[src/rtl/regfile_arbiter.sv]
// Round-robin arbiter sharing one single-port register file between the Wishbone slave
// and a logic-analyzer requester; each transaction is sequenced IDLE->ISSUE->CAPTURE->ACK.
module regfile_arbiter #(
  parameter int unsigned ADDR_BITS = 4,
  parameter logic [31:0] BASE_ADDR = 32'h3000_0000
) (
  input  logic                 wb_clk_i,
  input  logic                 wb_rst_n_i,
  input  logic                 wbs_cyc_i,
  input  logic                 wbs_stb_i,
  input  logic                 wbs_we_i,
  input  logic [3:0]           wbs_sel_i,
  input  logic [31:0]          wbs_adr_i,
  input  logic [31:0]          wbs_dat_i,
  output logic                 wbs_ack_o,
  output logic [31:0]          wbs_dat_o,
  input  logic                 la_req_i,
  input  logic                 la_we_i,
  input  logic [3:0]           la_sel_i,
  input  logic [ADDR_BITS-1:0] la_adr_i,
  input  logic [31:0]          la_dat_i,
  output logic                 la_ack_o,
  output logic [31:0]          la_dat_o,
  output logic                 rf_en_o,
  output logic                 rf_we_o,
  output logic [3:0]           rf_sel_o,
  output logic [ADDR_BITS-1:0] rf_adr_o,
  output logic [31:0]          rf_wdata_o,
  input  logic [31:0]          rf_rdata_i,
  output logic                 grant_o,
  output logic                 busy_o
);

  typedef enum logic [1:0] {StIdle, StIssue, StCapture, StAck} state_e;

  state_e r_state;
  logic   r_owner;  // 0 = WB, 1 = LA
  logic   r_we;
  logic   r_ptr;    // side that wins the next tie

  logic                 w_wb_req;
  logic                 w_any;
  logic                 w_pick_la;
  logic                 w_wb_hit;
  logic                 w_mapped;
  logic                 w_req_we;
  logic [3:0]           w_req_sel;
  logic [ADDR_BITS-1:0] w_req_adr;
  logic [31:0]          w_req_wdata;
  logic                 w_owner_req;
  logic                 w_unused;

  assign w_wb_req    = wbs_cyc_i & wbs_stb_i;
  assign w_any       = w_wb_req | la_req_i;
  assign w_pick_la   = la_req_i & (~w_wb_req | r_ptr);
  assign w_wb_hit    = (wbs_adr_i[31:ADDR_BITS+2] == BASE_ADDR[31:ADDR_BITS+2]);
  assign w_mapped    = w_pick_la | w_wb_hit;
  assign w_req_we    = w_pick_la ? la_we_i  : wbs_we_i;
  assign w_req_sel   = w_pick_la ? la_sel_i : wbs_sel_i;
  assign w_req_adr   = w_pick_la ? la_adr_i : wbs_adr_i[ADDR_BITS+1:2];
  assign w_req_wdata = w_pick_la ? la_dat_i : wbs_dat_i;
  assign w_owner_req = r_owner ? la_req_i : w_wb_req;
  assign w_unused    = ^wbs_adr_i[1:0];

  always_ff @(posedge wb_clk_i or negedge wb_rst_n_i) begin
    if (!wb_rst_n_i) begin
      r_state    <= StIdle;
      r_owner    <= 1'b0;
      r_we       <= 1'b0;
      r_ptr      <= 1'b0;
      wbs_ack_o  <= 1'b0;
      wbs_dat_o  <= '0;
      la_ack_o   <= 1'b0;
      la_dat_o   <= '0;
      rf_en_o    <= 1'b0;
      rf_we_o    <= 1'b0;
      rf_sel_o   <= '0;
      rf_adr_o   <= '0;
      rf_wdata_o <= '0;
      grant_o    <= 1'b0;
      busy_o     <= 1'b0;
    end else begin
      // RF strobe and acks are single-cycle pulses; everything else holds unless set below
      rf_en_o    <= 1'b0;
      rf_we_o    <= 1'b0;
      rf_sel_o   <= '0;
      rf_adr_o   <= '0;
      rf_wdata_o <= '0;
      wbs_ack_o  <= 1'b0;
      la_ack_o   <= 1'b0;
      case (r_state)
        StIdle: begin
          if (w_any) begin
            r_owner <= w_pick_la;
            r_we    <= w_req_we;
            r_ptr   <= ~w_pick_la;
            grant_o <= w_pick_la;
            busy_o  <= 1'b1;
            if (w_mapped) begin
              r_state    <= StIssue;
              rf_en_o    <= 1'b1;
              rf_we_o    <= w_req_we;
              rf_sel_o   <= w_req_we ? w_req_sel : 4'hF;
              rf_adr_o   <= w_req_adr;
              rf_wdata_o <= w_req_wdata;
            end else begin
              // Unmapped WB access: ack straight away, reads return zero
              r_state   <= StAck;
              wbs_ack_o <= 1'b1;
              if (!wbs_we_i) wbs_dat_o <= '0;
            end
          end
        end
        StIssue: begin
          if (r_we) begin
            r_state <= StAck;
            if (r_owner) la_ack_o  <= w_owner_req;
            else         wbs_ack_o <= w_owner_req;
          end else begin
            r_state <= StCapture;
          end
        end
        StCapture: begin
          r_state <= StAck;
          if (r_owner) begin
            la_dat_o <= rf_rdata_i;
            la_ack_o <= w_owner_req;
          end else begin
            wbs_dat_o <= rf_rdata_i;
            wbs_ack_o <= w_owner_req;
          end
        end
        StAck: begin
          r_state <= StIdle;
          busy_o  <= 1'b0;
        end
        default: r_state <= StIdle;
      endcase
    end
  end

endmodule

[config.mk]
export PLATFORM = sky130hd
export DESIGN_NAME = regfile_arbiter
export DESIGN_NICKNAME = d
export VERILOG_FILES = /design/src/rtl/regfile_arbiter.sv
export SDC_FILE = /design/constraint.sdc
export NUM_CORES = 1
export LEC_CHECK = 0
export CAP_MARGIN = 20
export CORE_ASPECT_RATIO = 1.1
export CORE_MARGIN = 2
export CORE_UTILIZATION = 38
export CTS_CLUSTER_DIAMETER = 40
export DETAILED_ROUTE_END_ITERATION = 12
export GPL_TIMING_DRIVEN = 0
export PLACE_DENSITY = 0.8
export SYNTH_ARGS = -nofsm -noshare
export SYNTH_HDL_FRONTEND = slang
export SYNTH_SLANG_ARGS = --single-unit
[constraint.sdc]
create_clock -name wb_clk_i -period 2.6 [get_ports wb_clk_i]
set_clock_uncertainty 0.2 [all_clocks]
set_input_delay 0.26 -clock wb_clk_i [delete_from_list [all_inputs] [get_ports wb_clk_i]]
set_output_delay 0.26 -clock wb_clk_i [all_outputs]
set_load 0.005 [all_outputs]
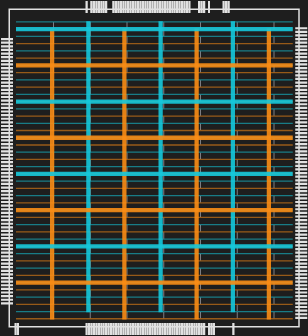
Run 1: power grid
Pins as bars on the die edge. Tap cells in gray.
VSS: marked orange. VDD: marked cyan.
257 signal pins sit on the boundary. 42 met1 rails follow the rows. The core has 41 rows. 7 straps on met4. 8 straps on met5.

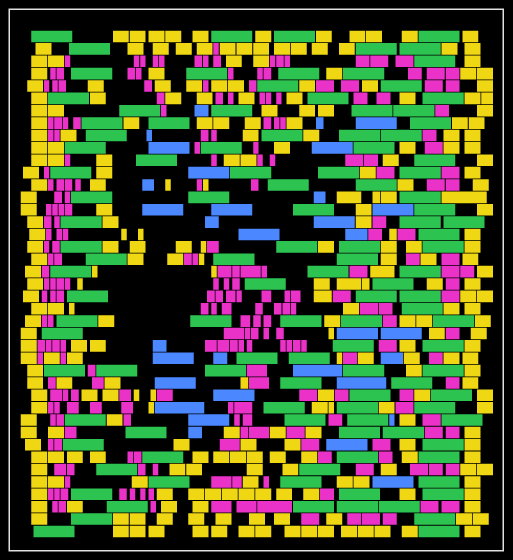
Run 1: placement by cell class
remaining buffers and delay cells: marked yellow, cells 280, share of their area 35%. sequential cells: marked green, cells 114, share of their area 37%. combinational and other logic: marked magenta, cells 243, share of their area 20%. clock drivers and dummy loads: marked blue, cells 32, share of their area 7.9%.

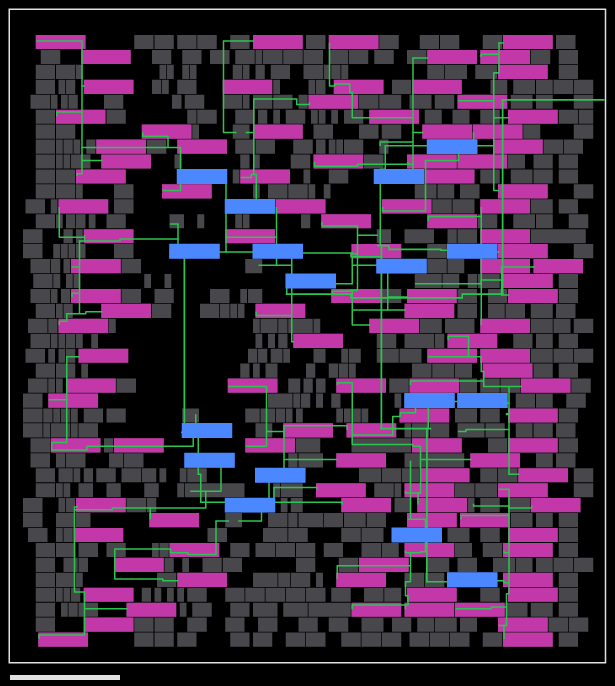
Run 1: clock network drawn from the DEF
Bar = 20 µm.
flip-flops: marked magenta, count 114. clock drivers: marked blue, count 17. clock wires: marked green, length 1,480 µm.
There are 18 routed clock nets.

==> results.json, run 1 <==
{
  "status": "finished, final reports clean",
  "fp_util_pct": 39.2,
  "ys_cells": 381,
  "clk_path_buf_depth": 2,
  "path_max_fanout": 10,
  "end_kind": "register",
  "place_ws_ps": -91.3,
  "clkSinkCount": 114,
  "power.leakage_nw": 3.42,
  "final_hold_viol_count": 0,
  "r2r_slack_ps": 330,
  "ff_type": "dfrtp_1",
  "cts_buffers": 17,
  "reg2reg_to": "wbs_dat_o[11]",
  "setup_tns_ps": 0,
  "grt_pass1_vias": 4241,
  "enable_flop_cells": 0,
  "cts.clk_slew.worst_paths_ps": 50,
  "fin_crit_sh_pct": 87.2,
  "worstMarginPinSlew_ps": 800,
  "route.vias.total": 4077,
  "dp_cells": 786,
  "routed_wl_um": 14000,
  "chip_area_um2": 12900,
  "drt-pass1-iter-count": 4,
  "synth_top_cell_by_area": "dfrtp_1",
  "worst_r2r_startpoint": "r_state[0]",
  "finalSetupViolCount": 0,
  "whs_path_depth": 3,
  "drv_slew": 0,
  "clock.fmax_mhz": 441,
  "fp.dieH_um": 119,
  "nets": 807,
  "dp_hpwl_um": 10600,
  "synth_nets": 532,
  "peakVddDrop_uv": 575,
  "antenna_found_initial": 0,
  "grt_overflow_total": 0,
  "top_cell_area_share_pct": 62.8,
  "dieWidth_um": 108,
  "drt_iter0_markers": 208,
  "min_period_ps": 2270,
  "cts_tree": "yes",
  "core_um2": 11600,
  "synth_seq_share_pct": 62.8,
  "cp.depth": 9,
  "rsz0062_at_grt": "no",
  "grt_usage_pct": 22.1,
  "cts-resized-gates": 0,
  "wire_per_inst_um": 17.0,
  "hp-start": "la_dat_i[0]",
  "synth_cell_types": 31,
  "syn_avg_cell_area_um2": 11.9,
  "ys_seq_elements": 114,
  "path_cells": "inv_1 > ha_1 > buf_2 > nand4_1 > o221a_1 > and3_1 > buf_6 > buf_8 > a22o_1",
  "top_cells_by_area": "dfrtp_1 63%, mux2_2 7.9%, nand2_1 6.6%, a22o_1 6.2%, a21oi_1 4.6%",
  "seq_area_um2": 2850,
  "top_cell": "dfrtp_1",
  "rows": 41,
  "drc": 0,
  "grt_max_degree": 62,
  "cts_root_buf": "clkbuf_16",
  "critPathLaunchType": "register",
  "comb_area_um2": 1540,
  "io-pin-count": 257,
  "reg2reg_depth": 9,
  "postRouteAntennaNets": 0,
  "htree_levels": 4,
  "netlist_area_um2": 4550,
  "p_total_mw": 8.17,
  "top_cells_by_count": "114 x dfrtp_1, 80 x nand2_1, 42 x a21oi_1",
  "ys_warn_count": 0,
  "n_antenna_cell": 0,
  "cp_top_family": "buffers and inverters",
  "hold_end": "rf_wdata_o[0]",
  "powerDensity_nw_per_um2": 1030,
  "max_stage_delay_ps": 420,
  "worstPathRequired_ps": 2680,
  "syn_inst": 381,
  "worst_ep_arrival_time_ps": 2350,
  "critPathKind": "reg2reg",
  "fillers": 889,
  "syn_to_final_growth_pct": 74.3,
  "clock.latency.late_pin_ps": 400,
  "drive_gt1_share_pct": 11.8,
  "hold_class": "in2reg",
  "instances_no_fill": 819,
  "cap_violations": 0,
  "numPortBuffers": 254,
  "avgViaCountPerCell": 4.98
}
run 1: flip-flops by register name, indices dropped and copies added, names as in the netlist, 2 cells and up:
register	count
rf_sel_o	4
la_dat_o	32
rf_wdata_o	32
wbs_dat_o	32
r_state	2
rf_adr_o	4
run 1: area by class of cell:
| type | instances | share of cell area, % |
|---|---|---|
| clock inverter | 11 | 1.94 |
| tap | 150 | 2.37 |
| buffer | 24 | 1.72 |
| clock buffer | 21 | 5.81 |
| multi-input combinational | 238 | 19.4 |
| inverter | 5 | 0.237 |
| timing repair buffer | 256 | 32.5 |
| sequential | 114 | 36.0 |
run 1: stage by stage:
step | utilization, % | hold slack [ps] | instance area [µm²]
global route | 68.4 | 197 | 7930
finish | 68.4 | 204 | 7930
CTS | 68.4 | 189 | 7930
global placement | 62.8 | 286 | 7280
detailed placement | 63.0 | 203 | 7300
floorplan | - | -236 | 4550
run 1: timing repair:
item                                   4_1_cts  5_1_grt
endpoints found under the hold margin       60        0
buffers inserted                             0        0
hold buffers                                 1        0
run 1: cells in the final DEF, fill, tap and decap left out, drive strengths merged, types with 7 or more instances in the layout:
cell,count
o21ai,8
a21oi,42
mux2,32
nor2,7
clkdlybuf4s50,253
nor3b,8
a22o,32
nand2,80
dfrtp,114
clkbuf,34
buf,13
run 1: tightest hold or removal path: stages:
cell and delay [ps]:
clkdlybuf4s50_1 400, nand2_1 50, a21oi_1 50
run 1: how the worst max path moves through the flow:
stage / from / end / slack [ps]
floorplan: r_state[0] / wbs_dat_o[0] / 570
global placement: wb_rst_n_i / rf_sel_o[2] / -3250
detailed placement: wbs_cyc_i / rf_wdata_o[21] / -90
CTS: r_state[0] / wbs_dat_o[7] / 330
global route: wbs_cyc_i / rf_sel_o[2] / 200
finish: r_state[0] / wbs_dat_o[11] / 330
run 1: where the power goes:
| group | total, mW | leakage [nW] | internal, mW | switching [mW] |
|---|---|---|---|---|
| logic | 3.07 | 1.65 | 1.88 | 1.18 |
| clock network | 2.38 | 0.294 | 1.56 | 0.813 |
| registers | 2.73 | 1.48 | 2.39 | 0.336 |
run 1: layer usage:
metal | share of wire, % | up-vias | track usage [%] | wire length, µm
met5 | 0 | - | 0 | 0
met4 | 3.1 | 0 | 9.94 | 439
met3 | 10 | 32 | 8.88 | 1430
met2 | 49 | 220 | 37.3 | 6890
met1 | 37 | 1939 | 24.1 | 5200
li1 | - | 1886 | - | -
run 1: kinds of logic after synthesis:
group           after synthesis  share of synthesized area [%]
flops                       114                           62.8
compound gates               87                           12.6
buf+inv                      29                           3.41
fa+ha+maj                     4                           1.10
mux                          33                           8.15
simple gates                114                           11.9
Run 1, signal wires by layer:
Bar = 20 µm.
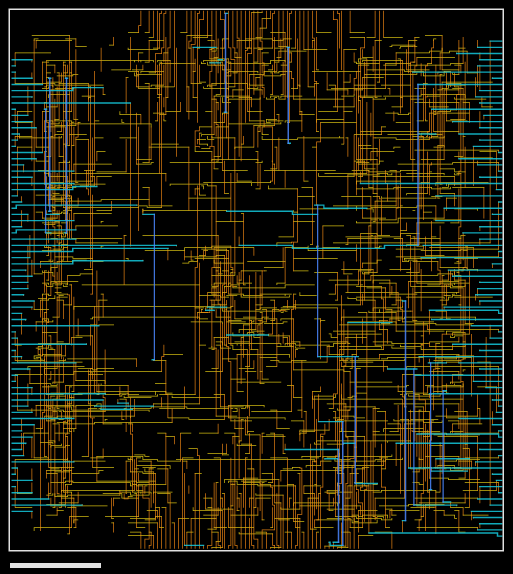

==> run 1 -> run 2 <==
PLACE_DENSITY = 0.86   (was 0.8)
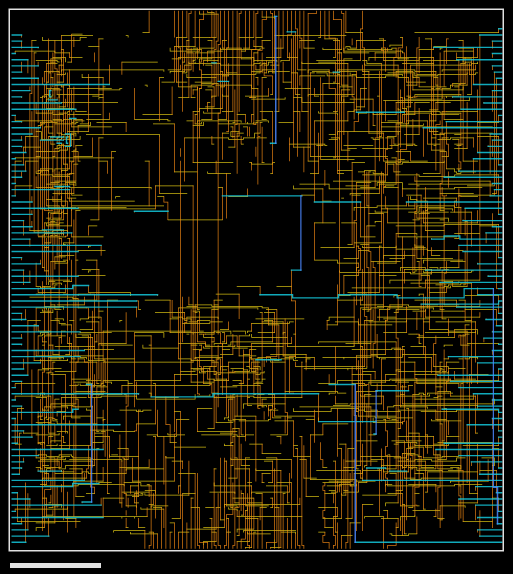
Run 2: signal wires by layer
Bar = 20 µm.
metal 3: marked cyan, wire length 1,400 µm. metal 2: marked orange, wire length 7,300 µm. metal 4: marked blue, wire length 167 µm. metal 1: marked yellow, wire length 5,350 µm.

==> run 2 against run 1 <==
Against the previous run: worst hold slack worse by 7.8 ps; synthesized area unchanged; utilization hardly changed; setup slack got worse by 11 ps; register-to-register slack about the same; critical path type unchanged; critical endpoint is now wbs_dat_o[7]; largest power group unchanged.
==> results.json, run 2 <==
{
  "end_kind": "register",
  "numPortBuffers": 254,
  "final_hold_viol_count": 0,
  "synth_cell_types": 31,
  "status": "finished, final reports clean",
  "drv_slew": 0,
  "clk_path_buf_depth": 2,
  "clock.fmax_mhz": 439,
  "fp.dieH_um": 119,
  "drt-pass1-iter-count": 4,
  "cts.clk_slew.worst_paths_ps": 60,
  "top_cells_by_area": "dfrtp_1 63%, mux2_2 7.9%, nand2_1 6.6%, a22o_1 6.2%, a21oi_1 4.6%",
  "drive_gt1_share_pct": 12.1,
  "avgViaCountPerCell": 5.05,
  "cap_violations": 0,
  "n_antenna_cell": 0,
  "worstPathRequired_ps": 2690,
  "rows": 41,
  "rsz0062_at_grt": "no",
  "syn_avg_cell_area_um2": 11.9,
  "wire_per_inst_um": 17.4,
  "netlist_area_um2": 4550,
  "fp_util_pct": 39.2,
  "top_cell": "dfrtp_1",
  "dieWidth_um": 108,
  "fillers": 847,
  "grt_pass1_vias": 4254,
  "critPathKind": "reg2reg",
  "htree_levels": 4,
  "cts_buffers": 17,
  "largest_registers": "la_dat_o: 32 flops, rf_wdata_o: 32 flops, wbs_dat_o: 32 flops",
  "postRouteAntennaNets": 0,
  "hold_class": "in2reg",
  "logic_family": "AND-OR/OR-AND gates",
  "enable_flop_cells": 0,
  "adder_share_pct": 1.10,
  "nets": 807
}
[run 2: area by class of cell]
| type | count | area [µm²] | area share (%) |
|---|---|---|---|
| flip-flops and latches | 114 | 2850 | 36.0 |
| repair buffers | 256 | 2580 | 32.5 |
| multi-input cells | 238 | 1540 | 19.4 |
| clock buffers | 18 | 439 | 5.54 |
| well taps | 150 | 188 | 2.37 |
| clock inverters | 14 | 176 | 2.23 |
| plain buffers | 24 | 136 | 1.72 |
| inverters | 5 | 18.8 | 0.237 |
[run 2: critical path: stages (launching register included)]
cell	delay, ps
dfrtp_1	420
inv_1	120
ha_1	190
buf_2	220
nand4_1	110
o221a_1	240
and3_1	190
buf_6	140
buf_8	140
a22o_1	190
[run 2: path summary, 6_finish.rpt]
| path | endpoint | slack (ps) | cells after the start |
|---|---|---|---|
| max in group asynchronous | rf_wdata_o[25] | 1220 | 3 |
| worst min-delay path | rf_wdata_o[4] | 200 | 3 |
| worst max register to register | wbs_dat_o[7] | 320 | 9 |
| min in group asynchronous | la_dat_o[23] | 220 | 2 |
| worst min register to register | wbs_dat_o[16] | 300 | 1 |
| worst max-delay path | wbs_dat_o[7] | 320 | 9 |
[run 2: cells by family (layout without fill, tap and decap cells)]
family / count (synthesis) / in the layout
DFF: 114 / 114
and+or+nand+nor: 114 / 114
AOI/OAI and AO/OA: 87 / 87
muxes: 33 / 33
buffers and inverters: 29 / 317
adders and majority gates: 4 / 4
[run 2: report_power, final]
group | total (mW) | switching (mW) | internal [mW] | leakage, nW
Combinational | 3.08 | 1.19 | 1.88 | 1.65
Clock | 2.38 | 0.839 | 1.54 | 0.298
Sequential | 2.75 | 0.355 | 2.39 | 1.48
[run 2: routing by layer]
layer	track usage, %	vias up	wire [µm]
met5	0	-	0
met3	8.66	13	1400
met1	25.6	2007	5350
met2	38.6	224	7300
met4	7.13	0	166
li1	-	1893	-
[run 2: repair_timing]
action	4_1_cts	5_1_grt
hold endpoints to repair	47	0
hold buffers	1	0
gates resized	0	0
[run 2: per-stage QoR]
| step | std cells | power (mW) | area (µm²) | setup TNS (ps) | worst slack [ps] |
|---|---|---|---|---|---|
| after floorplan | 381 | 4.00 | 4550 | 0 | 570 |
| after global placement | 785 | 5.69 | 7280 | -354870 | -3120 |
| after detailed placement | 786 | 5.85 | 7300 | -1850 | -102 |
| after CTS | 819 | 8.29 | 7930 | 0 | 312 |
| after global routing | 819 | 8.67 | 7930 | 0 | 99.8 |
| final | 819 | 8.21 | 7930 | 0 | 323 |
Run 2, congestion heat map:
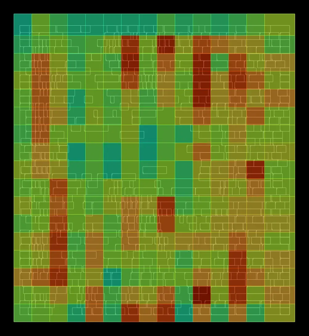

==> run 2 -> run 3 <==
CORE_MARGIN = unset   (was 2)
CTS_CLUSTER_DIAMETER = unset   (was 40)
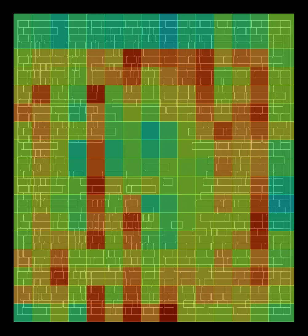
Run 3: congestion heat map
Final Util: 68.6%
M3 GR Usage: 7.87%

==> run 3 against run 2 <==
Against the previous run: global-route usage is 0.39 points higher; clock power is essentially flat; critical path depth unchanged; die size is 3.5% lower; sequential cell count unchanged; cell count did not move; register-to-register slack is essentially flat; utilization grew 0.26 points; synthesized area did not move; combinational power is essentially flat; non-clock buffer count unchanged; worst hold slack worse by 5.4 ps; critical path type unchanged; largest power group unchanged.
==> results.json, run 3 <==
{
  "worst_ep_arrival_time_ps": 2360,
  "htree_levels": 4,
  "cts_tree": "yes",
  "min_period_ps": 2280,
  "chip_area_um2": 12400,
  "whs_path_depth": 3,
  "syn_avg_cell_area_um2": 11.9,
  "fp_util_pct": 39.4,
  "r2r_slack_ps": 320,
  "path_max_fanout": 10,
  "lay_top_count": "clkdlybuf4s50_1",
  "io-pin-count": 257,
  "worst_r2r_startpoint": "r_state[0]",
  "wire_per_inst_um": 16.9,
  "power.leakage_nw": 3.42,
  "top_cell": "dfrtp_1",
  "cts_buffers": 17,
  "async_reset_ff_share_pct": 100,
  "core_um2": 11500,
  "critPathKind": "reg2reg",
  "status": "finished, final reports clean",
  "tool_warnings": 31,
  "place_area_um2": 7300,
  "grt_usage_pct": 22.9,
  "hold_buffers": 1,
  "grt_pass1_wl_um": 21500,
  "syn_inst": 381,
  "cts-resized-gates": 0,
  "nets": 807,
  "gp_congestion": 0.822,
  "synth_top_cell_by_area": "dfrtp_1",
  "top_cells_by_area": "dfrtp_1 63%, mux2_2 7.9%, nand2_1 6.6%, a22o_1 6.2%, a21oi_1 4.6%",
  "routed_wl_um": 13900,
  "drc": 0,
  "fin_area_um2": 7920,
  "ff_type": "dfrtp_1",
  "top_cell_area_share_pct": 62.8,
  "end_kind": "register",
  "worstMarginPinSlew_ps": 671,
  "top_cells_by_count": "114 x dfrtp_1, 80 x nand2_1, 42 x a21oi_1",
  "hold_class": "in2reg",
  "clk_path_buf_depth": 2,
  "drt-pass1-iter-count": 4,
  "relSlewSlack_pct": 55.2,
  "reg2reg_to": "wbs_dat_o[12]",
  "cts_setup_buffers": 0,
  "syn_to_final_growth_pct": 74.3,
  "drive_gt1_share_pct": 12.1,
  "cp-endpoint": "wbs_dat_o[12]",
  "n_antenna_cell": 0,
  "clkSinkCount": 114,
  "fp.dieH_um": 117,
  "grt_pass1_vias": 4206,
  "reg2reg_depth": 9,
  "drv_slew": 0,
  "ys_seq_elements": 114,
  "clock.fmax_mhz": 438,
  "postRouteAntennaNets": 0,
  "clock.latency.late_pin_ps": 400,
  "synth_cell_types": 31,
  "avgViaCountPerCell": 5.02,
  "synth_seq_share_pct": 62.8,
  "powerDensity_nw_per_um2": 1030,
  "enable_flop_cells": 0,
  "cap_violations": 0,
  "dp_hpwl_um": 10400,
  "drt_iter0_markers": 243,
  "rows": 41,
  "netlist_area_um2": 4550,
  "dieWidth_um": 106,
  "largest_registers": "la_dat_o: 32 flops, rf_wdata_o: 32 flops, wbs_dat_o: 32 flops",
  "lay_top_cells": "253 x clkdlybuf4s50_1, 114 x dfrtp_1, 80 x nand2_1",
  "numPortBuffers": 254,
  "cts_root_buf": "clkbuf_16",
  "critPathLaunchType": "register",
  "ys_warn_count": 0,
  "worstPathRequired_ps": 2680,
  "fin_crit_sh_pct": 87.7,
  "instances_no_fill": 819,
  "critPathLaunch": "r_state[0]",
  "dp_cells": 786,
  "cts.clk_slew.worst_paths_ps": 60,
  "peakVddDrop_uv": 534,
  "final_hold_viol_count": 0,
  "rsz0062_at_grt": "no"
}
-- run 3: cell counts after synthesis --
No cell type changed its count.
-- run 3: through the flow --
step | setup TNS, ps | worst slack, ps | util [%] | hold WS (ps) | total power, mW
global placement | -355920 | -3130 | 63.0 | 287 | 5.70
finish | 0 | 319 | 68.6 | 190 | 8.18
detailed placement | -332 | -38.7 | 63.3 | 101 | 5.81
floorplan | 0 | 570 | - | -236 | 4.00
global route | 0 | 176 | 68.6 | 194 | 8.61
CTS | 0 | 294 | 68.6 | 179 | 8.25
-- run 3: worst min-delay path by stage --
stage | startpoint | to
final | la_dat_i[11] | rf_wdata_o[11]
after floorplan | wb_rst_n_i | busy_o
after detailed placement | wb_rst_n_i | wbs_dat_o[2]
after global routing | la_dat_i[27] | rf_wdata_o[27]
after CTS | la_dat_i[24] | rf_wdata_o[24]
after global placement | la_dat_o[24] | la_dat_o[24]
-- run 3: layout make-up --
cell class              instances  area, µm²
plain buffers                  24        136
clock buffers                  17        425
clock inverters                15        185
fillers                       846       3620
inverters                       5       18.8
multi-input cells             238       1540
flip-flops and latches        114       2850
well taps                     150        188
repair buffers                256       2580
-- run 3: cell families after synthesis --
family	count (synthesis)	share of synthesized area (%)
and+or+nand+nor	114	11.9
adders and majority gates	4	1.10
AOI/OAI and AO/OA	87	12.6
buffers and inverters	29	3.41
muxes	33	8.15
DFF	114	62.8
-- run 3: where the power goes --
group          total [mW]  internal, mW  switching, mW
combinational        3.06          1.88           1.18
sequential           2.74          2.39          0.346
clock                2.39          1.52          0.872
total                8.18          5.79           2.39
-- run 3: metal layers --
layer  share of wire (%)  track usage (%)
met1                  37             25.1
met2                  52             40.6
met3                 8.9             7.87
met4                 1.8             9.63
met5                   0                0
-- run 3: worst max-delay path: stages (launching register included) --
cell     delay [ps]
dfrtp_1         420
inv_1           120
ha_1            180
buf_2           210
nand4_1         110
o221a_1         250
and3_1          200
buf_6           140
buf_8           140
a22o_1          200
Power is estimated from default activity; no workload was simulated.
